File: src/rtl/stopwatch_ctrl_pkg.sv
// Stopwatch control package.
// State encoding, button indices and press arbitration.
package stopwatch_pkg;

    typedef enum logic [1:0] {
        ST_IDLE = 2'd0,
        ST_RUN  = 2'd1,
        ST_STOP = 2'd2
    } state_t;

    localparam int BTN_CLEAR = 0;
    localparam int BTN_STOP  = 1;
    localparam int BTN_LAP   = 2;
    localparam int BTN_START = 3;

    typedef struct packed {
        logic clr;
        logic stop;
        logic lap;
        logic start;
    } cmd_t;

    // Serve only the highest-priority press; the rest are dropped.
    function automatic cmd_t arbitrate(input logic [3:0] p);
        cmd_t c;
        c = '0;
        priority case (1'b1)
            p[BTN_CLEAR]: c.clr   = 1'b1;
            p[BTN_STOP]:  c.stop  = 1'b1;
            p[BTN_LAP]:   c.lap   = 1'b1;
            p[BTN_START]: c.start = 1'b1;
            default:      c       = '0;
        endcase
        return c;
    endfunction

endpackage

File: src/rtl/stopwatch_ctrl_if.sv
// Stopwatch control bundle.
// Raw buttons in, datapath enables and pulses out.
interface stopwatch_ctrl_if;
    logic [3:0] btn_in;
    logic       tick_o;
    logic       count_en_o;
    logic       clear_o;
    logic       lap_capture_o;
    logic       show_lap_o;
    logic [1:0] state_o;

    modport master (
        output btn_in,
        input  tick_o, count_en_o, clear_o,
        input  lap_capture_o, show_lap_o, state_o
    );

    modport slave (
        input  btn_in,
        output tick_o, count_en_o, clear_o,
        output lap_capture_o, show_lap_o, state_o
    );
endinterface

File: src/rtl/stopwatch_ctrl_btn_debounce.sv
// Single push-button conditioner.
// Two-flop sync, stability counter, registered rising-edge press.
module btn_debounce #(
    parameter int DEB_CYCLES = 65536
) (
    input  logic clk,
    input  logic rst_n,
    input  logic raw,
    output logic level,
    output logic press
);
    localparam int CW = (DEB_CYCLES > 1) ? $clog2(DEB_CYCLES) : 1;
    localparam logic [CW-1:0] CNT_MAX = CW'(DEB_CYCLES - 1);

    logic          s1_q, s2_q;
    logic          lvl_q, lvl_d, lvl_dly_q, press_q;
    logic [CW-1:0] cnt_q, cnt_d;

    // Level changes only after the synced input differs long enough.
    always_comb begin
        cnt_d = cnt_q;
        lvl_d = lvl_q;
        if (s2_q == lvl_q) begin
            cnt_d = '0;
        end else if (cnt_q == CNT_MAX) begin
            lvl_d = s2_q;
            cnt_d = '0;
        end else begin
            cnt_d = cnt_q + CW'(1);
        end
    end

    // Synchroniser, debounce state and press edge detect.
    always_ff @(posedge clk or negedge rst_n) begin
        if (!rst_n) begin
            s1_q      <= 1'b0;
            s2_q      <= 1'b0;
            cnt_q     <= '0;
            lvl_q     <= 1'b0;
            lvl_dly_q <= 1'b0;
            press_q   <= 1'b0;
        end else begin
            s1_q      <= raw;
            s2_q      <= s1_q;
            cnt_q     <= cnt_d;
            lvl_q     <= lvl_d;
            lvl_dly_q <= lvl_q;
            press_q   <= lvl_q & ~lvl_dly_q;
        end
    end

    assign level = lvl_q;
    assign press = press_q;
endmodule

File: src/rtl/stopwatch_ctrl.sv
// Stopwatch control sequencer.
// Button conditioning, arbitration, run FSM, tick and lap hold.
module stopwatch_ctrl #(
    parameter int DIV        = 1200000,
    parameter int DEB_CYCLES = 65536,
    parameter int LAP_TICKS  = 20
) (
    input logic            clk,
    input logic            rst_n,
    stopwatch_ctrl_if.slave bus
);
    import stopwatch_pkg::*;

    localparam int PW = (DIV > 1) ? $clog2(DIV) : 1;
    localparam int LW = $clog2(LAP_TICKS + 1);

    logic [3:0]    press;
    logic [3:0]    btn_lvl_unused;
    cmd_t          cmd;
    logic [PW-1:0] pre_q, pre_d;
    logic          tick_q;
    state_t        state_q, state_d;
    logic [LW-1:0] lap_q, lap_d;
    logic          clr_q, clr_d;
    logic          cap_q, cap_d;
    logic          show_q, show_d;

    for (genvar i = 0; i < 4; i++) begin : g_btn
        btn_debounce #(.DEB_CYCLES(DEB_CYCLES)) u_deb (
            .clk   (clk),
            .rst_n (rst_n),
            .raw   (bus.btn_in[i]),
            .level (btn_lvl_unused[i]),
            .press (press[i])
        );
    end

    assign cmd = arbitrate(press);

    // Free-running prescaler; wraps exactly at DIV-1.
    assign pre_d = (pre_q == PW'(DIV - 1)) ? '0 : pre_q + PW'(1);

    // Prescaler and registered tick.
    always_ff @(posedge clk or negedge rst_n) begin
        if (!rst_n) begin
            pre_q  <= '0;
            tick_q <= 1'b0;
        end else begin
            pre_q  <= pre_d;
            tick_q <= (pre_q == PW'(DIV - 1));
        end
    end

    // FSM state register.
    always_ff @(posedge clk or negedge rst_n) begin
        if (!rst_n) state_q <= ST_IDLE;
        else        state_q <= state_d;
    end

    // FSM next state; clear overrides from any state.
    always_comb begin
        state_d = state_q;
        if (cmd.clr) begin
            state_d = ST_IDLE;
        end else begin
            unique case (state_q)
                ST_IDLE: if (cmd.start) state_d = ST_RUN;
                ST_RUN:  if (cmd.stop)  state_d = ST_STOP;
                ST_STOP: if (cmd.start) state_d = ST_RUN;
                default: state_d = ST_IDLE;
            endcase
        end
    end

    // Command pulses and lap timer; a reload beats a same-cycle tick.
    always_comb begin
        clr_d = cmd.clr;
        cap_d = cmd.lap && (state_q != ST_IDLE);
        lap_d = lap_q;
        if (clr_d) begin
            lap_d = '0;
        end else if (cap_d) begin
            lap_d = LW'(LAP_TICKS);
        end else if (tick_q && (lap_q != '0)) begin
            lap_d = lap_q - LW'(1);
        end
        show_d = (lap_d != '0);
    end

    // Registered command outputs and lap hold.
    always_ff @(posedge clk or negedge rst_n) begin
        if (!rst_n) begin
            clr_q  <= 1'b0;
            cap_q  <= 1'b0;
            lap_q  <= '0;
            show_q <= 1'b0;
        end else begin
            clr_q  <= clr_d;
            cap_q  <= cap_d;
            lap_q  <= lap_d;
            show_q <= show_d;
        end
    end

    assign bus.tick_o        = tick_q;
    assign bus.count_en_o    = tick_q & (state_q == ST_RUN);
    assign bus.clear_o       = clr_q;
    assign bus.lap_capture_o = cap_q;
    assign bus.show_lap_o    = show_q;
    assign bus.state_o       = state_q;
endmodule

File: src/flat_wrapper.sv
// flat-port wrapper written by rule: the top's interface ports become plain ports
module stopwatch_ctrl_flat import stopwatch_pkg::*;
#(
    parameter int DIV        = 1200000,
    parameter int DEB_CYCLES = 65536,
    parameter int LAP_TICKS  = 20
)
  (clk, rst_n, bus_btn_in, bus_tick_o, bus_count_en_o, bus_clear_o, bus_lap_capture_o, bus_show_lap_o, bus_state_o);
  stopwatch_ctrl_if bus_i ();
  input logic clk;
  input logic rst_n;
  input wire logic [$bits(bus_i.btn_in)-1:0] bus_btn_in;
  output wire logic [$bits(bus_i.tick_o)-1:0] bus_tick_o;
  output wire logic [$bits(bus_i.count_en_o)-1:0] bus_count_en_o;
  output wire logic [$bits(bus_i.clear_o)-1:0] bus_clear_o;
  output wire logic [$bits(bus_i.lap_capture_o)-1:0] bus_lap_capture_o;
  output wire logic [$bits(bus_i.show_lap_o)-1:0] bus_show_lap_o;
  output wire logic [$bits(bus_i.state_o)-1:0] bus_state_o;
  assign bus_i.btn_in = bus_btn_in;
  assign bus_tick_o = bus_i.tick_o;
  assign bus_count_en_o = bus_i.count_en_o;
  assign bus_clear_o = bus_i.clear_o;
  assign bus_lap_capture_o = bus_i.lap_capture_o;
  assign bus_show_lap_o = bus_i.show_lap_o;
  assign bus_state_o = bus_i.state_o;
  stopwatch_ctrl #(.DIV(DIV), .DEB_CYCLES(DEB_CYCLES), .LAP_TICKS(LAP_TICKS)) u_core (.clk(clk), .rst_n(rst_n), .bus(bus_i));
endmodule
File: config.mk
export PLATFORM = sky130hd
export DESIGN_NAME = stopwatch_ctrl_flat
export DESIGN_NICKNAME = d
export VERILOG_FILES = /design/src/rtl/stopwatch_ctrl_pkg.sv /design/src/rtl/stopwatch_ctrl_if.sv /design/src/rtl/stopwatch_ctrl_btn_debounce.sv /design/src/rtl/stopwatch_ctrl.sv /design/src/flat_wrapper.sv
export SDC_FILE = /design/constraint.sdc
export NUM_CORES = 1
export LEC_CHECK = 0
export CAP_MARGIN = 20
export CELL_PAD_IN_SITES_DETAIL_PLACEMENT = 1
export CELL_PAD_IN_SITES_GLOBAL_PLACEMENT = 2
export CORE_MARGIN = 3
export CORE_UTILIZATION = 41
export DETAILED_ROUTE_END_ITERATION = 10
export PLACE_DENSITY_LB_ADDON = 0.1
export SLEW_MARGIN = 10
export SYNTH_ARGS = -nofsm -noshare
export SYNTH_HDL_FRONTEND = slang
export SYNTH_SLANG_ARGS = --single-unit
export TNS_END_PERCENT = 10
File: constraint.sdc
create_clock -name clk -period 2.4 [get_ports clk]
set_input_delay 0.36 -clock clk [delete_from_list [all_inputs] [get_ports clk]]
set_output_delay 0.36 -clock clk [all_outputs]
set_load 0.02 [all_outputs]
Fig. 1: run 1, pin map
Pins as bars across the die edge, other pins in gray.
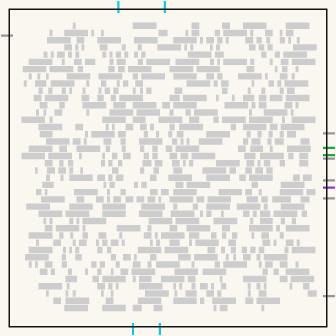
port	color	pins	direction	edge
bus_clear_o	purple	1	output	right
bus_btn_in	cyan	4	input	2 bottom, 2 top
bus_state_o	green	2	output	right
all pins by edge	8 right, 2 bottom, 2 top, 1 left
IO Port Bufs: 12
die width: 119 um
Die Span Y: 119 um

Fig. 2: run 1, signal wires by layer
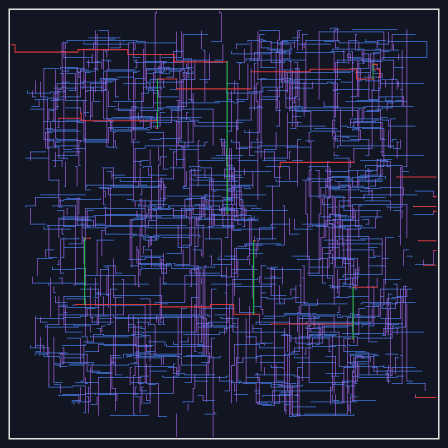
layer	color	wire length
M4	green	113 um
M2	purple	4,910 um
M3	red	306 um
M1	blue	5,180 um
post-DR wirelength/cell: 14.9 um
vias post-DR: 3,664
GRT Total Usage: 16.5%

Fig. 3: run 1, clock nets
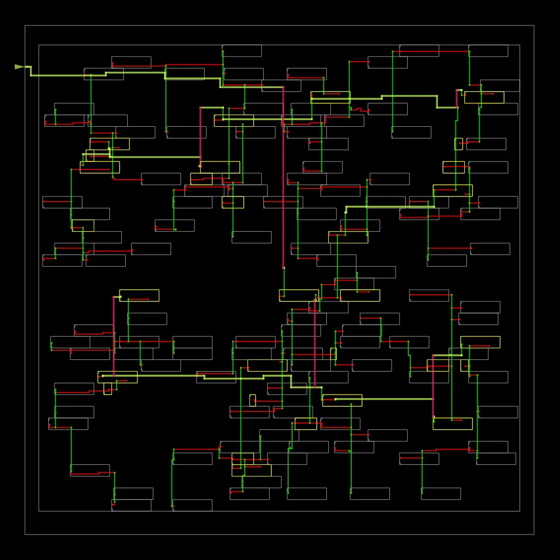
clk latency late pin: 420 ps
TritonCTS buffer count: 17
CLK BUF: 26
FFs & Latches: 116

## run 1: cell families after synthesis
| logic type | after synthesis |
|---|---|
| and+or+nand+nor | 241 |
| buffers and inverters | 26 |
| xor gates and xnor gates | 72 |
| AOI/OAI and AO/OA | 28 |
| adders and majority gates | 6 |
| DFF | 116 |
| muxes | 5 |
## run 1: cells in the final DEF, fill, tap and decap left out, types with 8 or more instances in the layout
cell type        instances
a21oi_1                  9
nand4_1                 23
nor3_1                  20
inv_1                   18
nor2_1                  78
clkbuf_16               17
xor2_1                  24
xnor2_1                 48
dfrtp_1                116
nor4_1                  19
nand2_1                 21
nand3_1                 33
and4_1                   9
clkdlybuf4s50_1         11
buf_4                    8
==> impl_metrics.py, run 1 <==
# Flow results
metrics = {
    "route": {
        "wirelength_mm": 10.5,
        "drt_iter0_markers": 231,
        "drtPass1Iterations": 4,
        "via_per_inst": 5.20,
        "top_layer": "met4",
        "ant_nets": 0,
        "drc": 0,
        "m1WireLength_mm": 5.18,
        "dr_wl_met2_mm": 4.91,
    },
    "worst_setup_path": {
        "start_kind": "flop",
        "critPathLaunch": "u_core.lap_q[0]",
        "timing.rr.start": "u_core.lap_q[0]",
        "reg2reg_slack_ps": 180,
        "cp_slowest_cell": "or4b_4",
        "critPathArrivalTime_ps": 2500,
        "path_buffers": 1,
        "cp_top_family": "simple AND/OR/NAND/NOR gates",
        "worst-path-stages": 6,
        "reg2reg_to": "u_core.bus.show_lap_o",
        "cp.required_ps": 2670,
        "path_cells": "inv_1, ha_1, or4b_4, and3_4, o21a_1, or4_1",
        "ff2ff_path_depth": 6,
        "crit_type": "flop to flop",
        "crit_path_max_fanout": 6,
        "crit_end": "u_core.bus.show_lap_o",
    },
    "final_timing": {
        "final.min_clock_period_ps": 2220,
        "max_slew_margin_pct": 55.6,
        "hold_viol": 0,
        "report.final.slew_viol_count": 0,
        "setup_viol": 0,
        "holdWs_ps": 350,
        "finalClockPeriodUsage_pct": 92.6,
        "setup_ws_ps": 178,
        "worst_slew_pin_slew_ps": 661,
    },
    "job": {
        "warnings": 26,
        "max_cap_viol_count": 0,
    },
    "hold_path": {
        "whs_path_depth": 0,
        "min_to": "u_core.g_btn[2].u_deb.s2_q",
        "hold_path_startpoint": "u_core.g_btn[2].u_deb.s1_q",
        "hold_path.class": "flop to flop",
    },
    "grt": {
        "grt.overflow.total": 0,
        "grt_use_met2_pct": 25.0,
        "met1_usage_pct": 22.1,
        "antenna_found_initial": 0,
        "top_usage_layer": "met2",
        "grt_max_degree": 47,
    },
    "pwr": {
        "leakage_nw": 2.56,
        "comb_power_uw": 110,
        "power_density_nw_per_um2": 721,
        "p_seq_mw": 2.01,
        "pg_clk_mw": 2.31,
        "power.internal_mw": 3.51,
        "pwr-share-comb_pct": 2.5,
        "netSwitchingFraction_pct": 20.8,
        "power_frac_seq_pct": 45.3,
        "p_sw_uw": 922,
        "clkPwrFrac_pct": 52.2,
    },
    "clocking": {
        "path_clk_slew_ps": 50,
        "cts_setup_buffers": 0,
        "cts_root_buffer": "clkbuf_16",
        "holdBufCountCts": 1,
        "post_cts_resized": 0,
        "clkSinkCount": 116,
    },
    "final_layout": {
        "synthToLayoutAreaGrowth_pct": 17.8,
        "fillers": 1358,
        "largest_register": "u_core.g_btn.u_deb.cnt_q",
        "dominant_cells": "flip-flops and latches",
        "nNonClkBuffers": 21,
        "mi_logic_area_sq_um": 2210,
        "nNonClkInverters": 18,
        "final_nets": 538,
        "final-clk-cell-share_pct": 8.94,
        "finalCoreUtilization_pct": 50.3,
        "logic_gate_count": 352,
        "largest_reg_flops": 64,
        "final_area_sq_um": 6140,
        "largest_registers": "u_core.g_btn.u_deb.cnt_q x64, u_core.pre_q x21, u_core.lap_q x5",
        "diodes": 0,
    },
    "yosys": {
        "synth-simple-area-share_pct": 24.3,
        "post_synth.cell_area_avg_sq_um": 10.6,
        "edf_count": 0,
        "ys_sh_adder_pct": 1.44,
        "postSynthCellCount": 494,
        "ys.flops": 116,
        "top_area_cell": "dfrtp_1",
        "yosys.area.top_type_share_pct": 55.7,
        "yosysWarningCount": 0,
        "yosys.cell_types.count": 46,
        "yosys_area_sq_um": 5220,
        "async_flop_share_pct": 100,
        "ys_sh_aoi_pct": 3.53,
        "ys_seq_share_pct": 55.7,
        "syn-num-nets": 506,
        "post-synth-top-count-cell": "dfrtp_1",
    },
    "floorplan": {
        "ios": 13,
        "std_cell_rows": 40,
        "nWellTaps": 168,
        "die_area_sq_um": 14100,
    },
    "run_status": {
        "outcome": "finished clean",
    },
    "placement": {
        "postPlaceCellArea_sq_um": 5580,
        "place_ws_ps": 186,
        "globalplace.congestion": 0.735,
    },
}
==> run 2, diff against run 1 <==
CAP_MARGIN = 10   (was 20)
==> run 2 against run 1 <==
Compared with the run above:
- via count is the same
- synthesized area did not move
- sequential share of layout area is the same
- register-to-register slack is essentially flat
- flip-flop count is the same
- wire length unchanged
- first-iteration DRC count did not move
- clock skew unchanged
- combinational power hardly changed
- hold slack is the same
- critical path type unchanged
- critical endpoint unchanged
- largest cell class unchanged
- largest power group unchanged
- highest routed layer unchanged
==> impl_metrics.py, run 2 <==
# Flow results
metrics = {
    "run_status": {
        "outcome": "finished clean",
    },
    "grt": {
        "grt.total_usage_pct": 16.5,
        "top_usage_layer": "met2",
        "grt.overflow.total": 0,
        "grt_use_met2_pct": 25.0,
        "met1_usage_pct": 22.1,
        "grt_max_degree": 47,
    },
    "clocking": {
        "clkSinkCount": 116,
        "post_cts_resized": 0,
        "cts_root_buffer": "clkbuf_16",
        "path_clk_slew_ps": 50,
    },
    "yosys": {
        "edf_count": 0,
        "yosys.area.top_type_share_pct": 55.7,
        "ys_sh_adder_pct": 1.44,
        "yosysWarningCount": 0,
        "postSynthCellCount": 494,
        "top_area_cell": "dfrtp_1",
        "ys.flops": 116,
        "syn-num-nets": 506,
        "yosys.cell_types.count": 46,
        "post-synth-top-count-cell": "dfrtp_1",
        "ys_sh_aoi_pct": 3.53,
        "ys_seq_share_pct": 55.7,
        "yosys_area_sq_um": 5220,
        "async_flop_share_pct": 100,
        "post_synth.cell_area_avg_sq_um": 10.6,
    },
    "pwr": {
        "leakage_nw": 2.56,
        "power_density_nw_per_um2": 721,
        "pg_clk_mw": 2.31,
        "netSwitchingFraction_pct": 20.8,
        "power_frac_seq_pct": 45.3,
        "comb_power_uw": 110,
        "clkPwrFrac_pct": 52.2,
        "pwr-share-comb_pct": 2.5,
    },
    "worst_setup_path": {
        "crit_type": "flop to flop",
        "crit_path_max_fanout": 6,
        "timing.rr.start": "u_core.lap_q[0]",
        "reg2reg_slack_ps": 180,
        "cp_slowest_cell": "or4b_4",
        "start_kind": "flop",
        "path_cells": "inv_1, ha_1, or4b_4, and3_4, o21a_1, or4_1",
        "path_buffers": 1,
    },
    "route": {
        "vias": 3664,
        "drc": 0,
        "via_per_inst": 5.20,
        "wire_per_inst_um": 14.9,
        "top_layer": "met4",
        "drtPass1Iterations": 4,
        "dr_wl_met2_mm": 4.91,
        "ant_nets": 0,
    },
    "final_layout": {
        "largest_reg_flops": 64,
        "layout_top_cell": "dfrtp_1",
        "largest_registers": "u_core.g_btn.u_deb.cnt_q x64, u_core.pre_q x21, u_core.lap_q x5",
        "fillers": 1358,
        "largest_register": "u_core.g_btn.u_deb.cnt_q",
        "mi_logic_area_sq_um": 2210,
    },
    "final_timing": {
        "finalClockPeriodUsage_pct": 92.6,
        "setup_ws_ps": 178,
        "report.final.slew_viol_count": 0,
        "max_slew_margin_pct": 55.6,
        "final.min_clock_period_ps": 2220,
    },
    "floorplan": {
        "die_h_um": 119,
        "dieWidth_um": 119,
        "ios": 13,
        "std_cell_rows": 40,
    },
    "job": {
        "warnings": 26,
    },
    "placement": {
        "portBuffers": 12,
        "place_ws_ps": 186,
    },
    "hold_path": {
        "hold_path_startpoint": "u_core.g_btn[2].u_deb.s1_q",
    },
}
==> run 2: cell counts after synthesis <==
No cell type changed its count.
==> run 2: cell type report <==
class / instances / area share, %
clock buffers: 26 / 8.62
multi-input cells: 352 / 36.0
repair buffers: 21 / 3.26
well taps: 168 / 3.42
inverters: 18 / 1.10
clock inverters: 4 / 0.326
flip-flops and latches: 116 / 47.3
==> run 2: final timing paths <==
kind                                                   to
hold / removal                 u_core.g_btn[2].u_deb.s2_q
max in group asynchronous  u_core.g_btn[1].u_deb.cnt_q[7]
min in group asynchronous  u_core.g_btn[0].u_deb.cnt_q[6]
setup / recovery                    u_core.bus.show_lap_o
setup reg to reg                    u_core.bus.show_lap_o
hold reg to reg                u_core.g_btn[2].u_deb.s2_q
Fig. 4: run 2, sequential cells grouped by signal name
Other sequential cells in the stronger gray, the rest of the logic in the fainter gray.
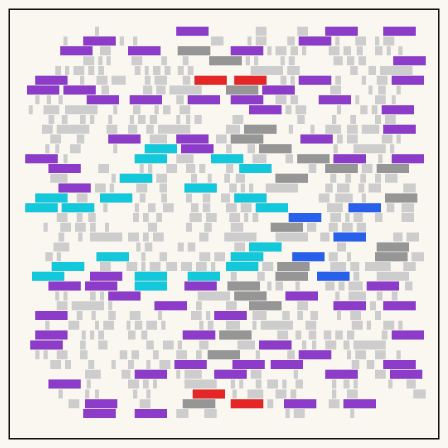
name in the netlist	color	placed flops
u_core.g_btn.u_deb.s2_q	red	4
u_core.g_btn.u_deb.cnt_q	purple	64
u_core.pre_q	cyan	21
u_core.lap_q	blue	5
Register Area: 2900 sq um
sequential power: 2.01 mW
Final Util: 50.3%
sequential share of cell area: 47.3%

Fig. 5: run 2, signal wires by layer
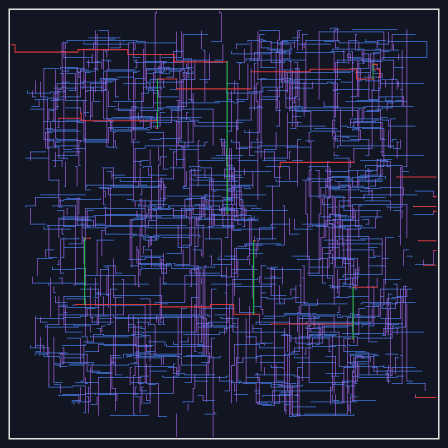
layer	color	wire length
M4	green	113 um
M3	red	306 um
M1	blue	5,180 um
M2	purple	4,910 um
Detailed Route WL: 10.5 mm

==> run 3, diff against run 2 <==
CORE_MARGIN = unset   (was 3)
==> run 3 against run 2 <==
Compared with the run above:
- critical endpoint unchanged
- final cell count increased by 0.14%
- synthesized area unchanged
- clock skew decreased by 5.1 ps
- flip-flop count unchanged
- setup slack improved by 0.87 ps
- synthesized cell count unchanged
- clock power decreased by 6%
- cell area decreased by 0.63%
==> impl_metrics.py, run 3 <==
# Flow results
metrics = {
    "worst_setup_path": {
        "start_kind": "flop",
        "reg2reg_slack_ps": 180,
        "crit_type": "flop to flop",
        "crit_path_max_fanout": 6,
        "path_cells": "inv_1, ha_1, or4b_4, and3_4, o21a_1, or4_1",
        "crit_end": "u_core.bus.show_lap_o",
        "reg2reg_to": "u_core.bus.show_lap_o",
    },
    "yosys": {
        "syn-num-nets": 506,
        "yosysWarningCount": 0,
        "yosys_area_sq_um": 5220,
        "async_flop_share_pct": 100,
        "yosys.area.top_type_share_pct": 55.7,
        "edf_count": 0,
        "post_synth.cell_area_avg_sq_um": 10.6,
        "ys.flops": 116,
        "ys_seq_share_pct": 55.7,
    },
    "grt": {
        "grt.overflow.total": 0,
        "grt_use_met2_pct": 27.7,
        "grt.total_usage_pct": 17.6,
        "met1_usage_pct": 22.8,
    },
    "pwr": {
        "comb_power_uw": 109,
        "clkPwrFrac_pct": 50.8,
        "pg_clk_mw": 2.18,
        "power_density_nw_per_um2": 704,
        "pwr-share-comb_pct": 2.5,
        "leakage_nw": 2.53,
        "power_frac_seq_pct": 46.6,
    },
    "route": {
        "vias": 3685,
        "via_per_inst": 5.22,
        "drtPass1Iterations": 4,
        "wire_per_inst_um": 14.2,
        "dr_wl_met2_mm": 4.58,
        "top_layer": "met4",
        "wirelength_mm": 9.99,
    },
    "final_layout": {
        "logic_gate_count": 352,
        "final-seq-area_sq_um": 2900,
        "largest_registers": "u_core.g_btn.u_deb.cnt_q x64, u_core.pre_q x21, u_core.lap_q x5",
        "nNonClkBuffers": 20,
        "final-clk-cell-share_pct": 8.49,
        "comb_area_share_pct": 36.2,
        "fillers": 1347,
        "dominant_cells": "flip-flops and latches",
        "mi_logic_area_sq_um": 2210,
    },
    "placement": {
        "place_ws_ps": 173,
        "portBuffers": 12,
    },
    "floorplan": {
        "nWellTaps": 168,
        "std_cell_rows": 40,
        "die_h_um": 115,
        "dieWidth_um": 115,
        "ios": 13,
    },
    "clocking": {
        "path_clk_slew_ps": 50,
        "post_cts_resized": 0,
        "cts_root_buffer": "clkbuf_16",
    },
    "hold_path": {
        "min_to": "u_core.g_btn[3].u_deb.s2_q",
    },
    "run_status": {
        "outcome": "finished clean",
    },
    "job": {
        "warnings": 26,
    },
    "final_timing": {
        "max_slew_margin_pct": 55.6,
        "report.final.slew_viol_count": 0,
        "final.min_clock_period_ps": 2220,
        "setup_ws_ps": 179,
    },
}
## run 3: cell types whose count changed in the layout (fill, tap and decap cells not counted)
cell,change
clkbuf_1,+5
clkbuf_8,-4
buf_4,-1
clkinv_2,+1
## run 3: cells by family (layout without fill, tap and decap cells)
| logic type | count (synthesis) | in the layout | share of synthesized area [%] |
|---|---|---|---|
| adder cells (fa/ha/maj) | 6 | 6 | 1.44 |
| flip-flops | 116 | 116 | 55.7 |
| XOR/XNOR | 72 | 72 | 12.1 |
| multiplexers | 5 | 5 | 1.06 |
| buffers and inverters | 26 | 70 | 1.94 |
| AND/OR/NAND/NOR | 241 | 241 | 24.3 |
| AND-OR/OR-AND | 28 | 28 | 3.53 |
Fig. 6: run 3, sequential cells grouped by signal name
Other sequential cells in the stronger gray, the rest of the logic in the fainter gray.
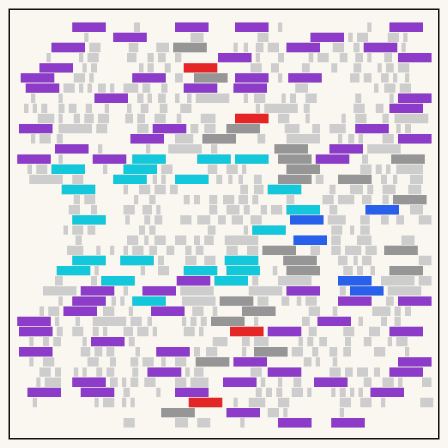
name in the netlist	color	placed flops
u_core.lap_q	blue	5
u_core.g_btn.u_deb.s2_q	red	4
u_core.g_btn.u_deb.cnt_q	purple	64
u_core.pre_q	cyan	21
not colored	22
sequential power: 2.00 mW
sequential share of cell area: 47.6%
Final Util: 50.0%

Fig. 7: run 3, clock nets
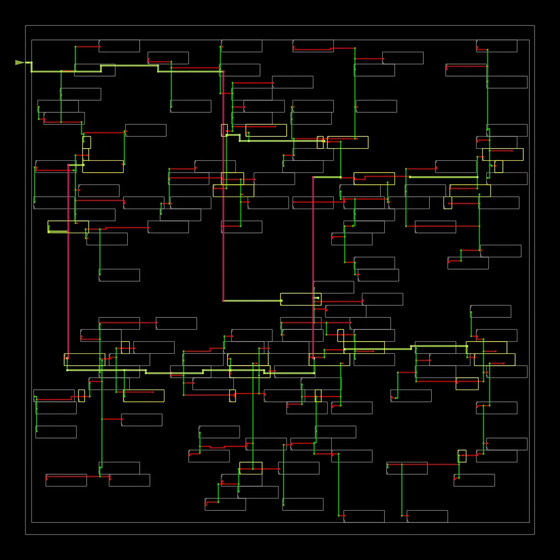
CLK BUF: 27
Sink Count: 116
clk latency late pin: 400 ps

Power is estimated from default activity; no workload was simulated.
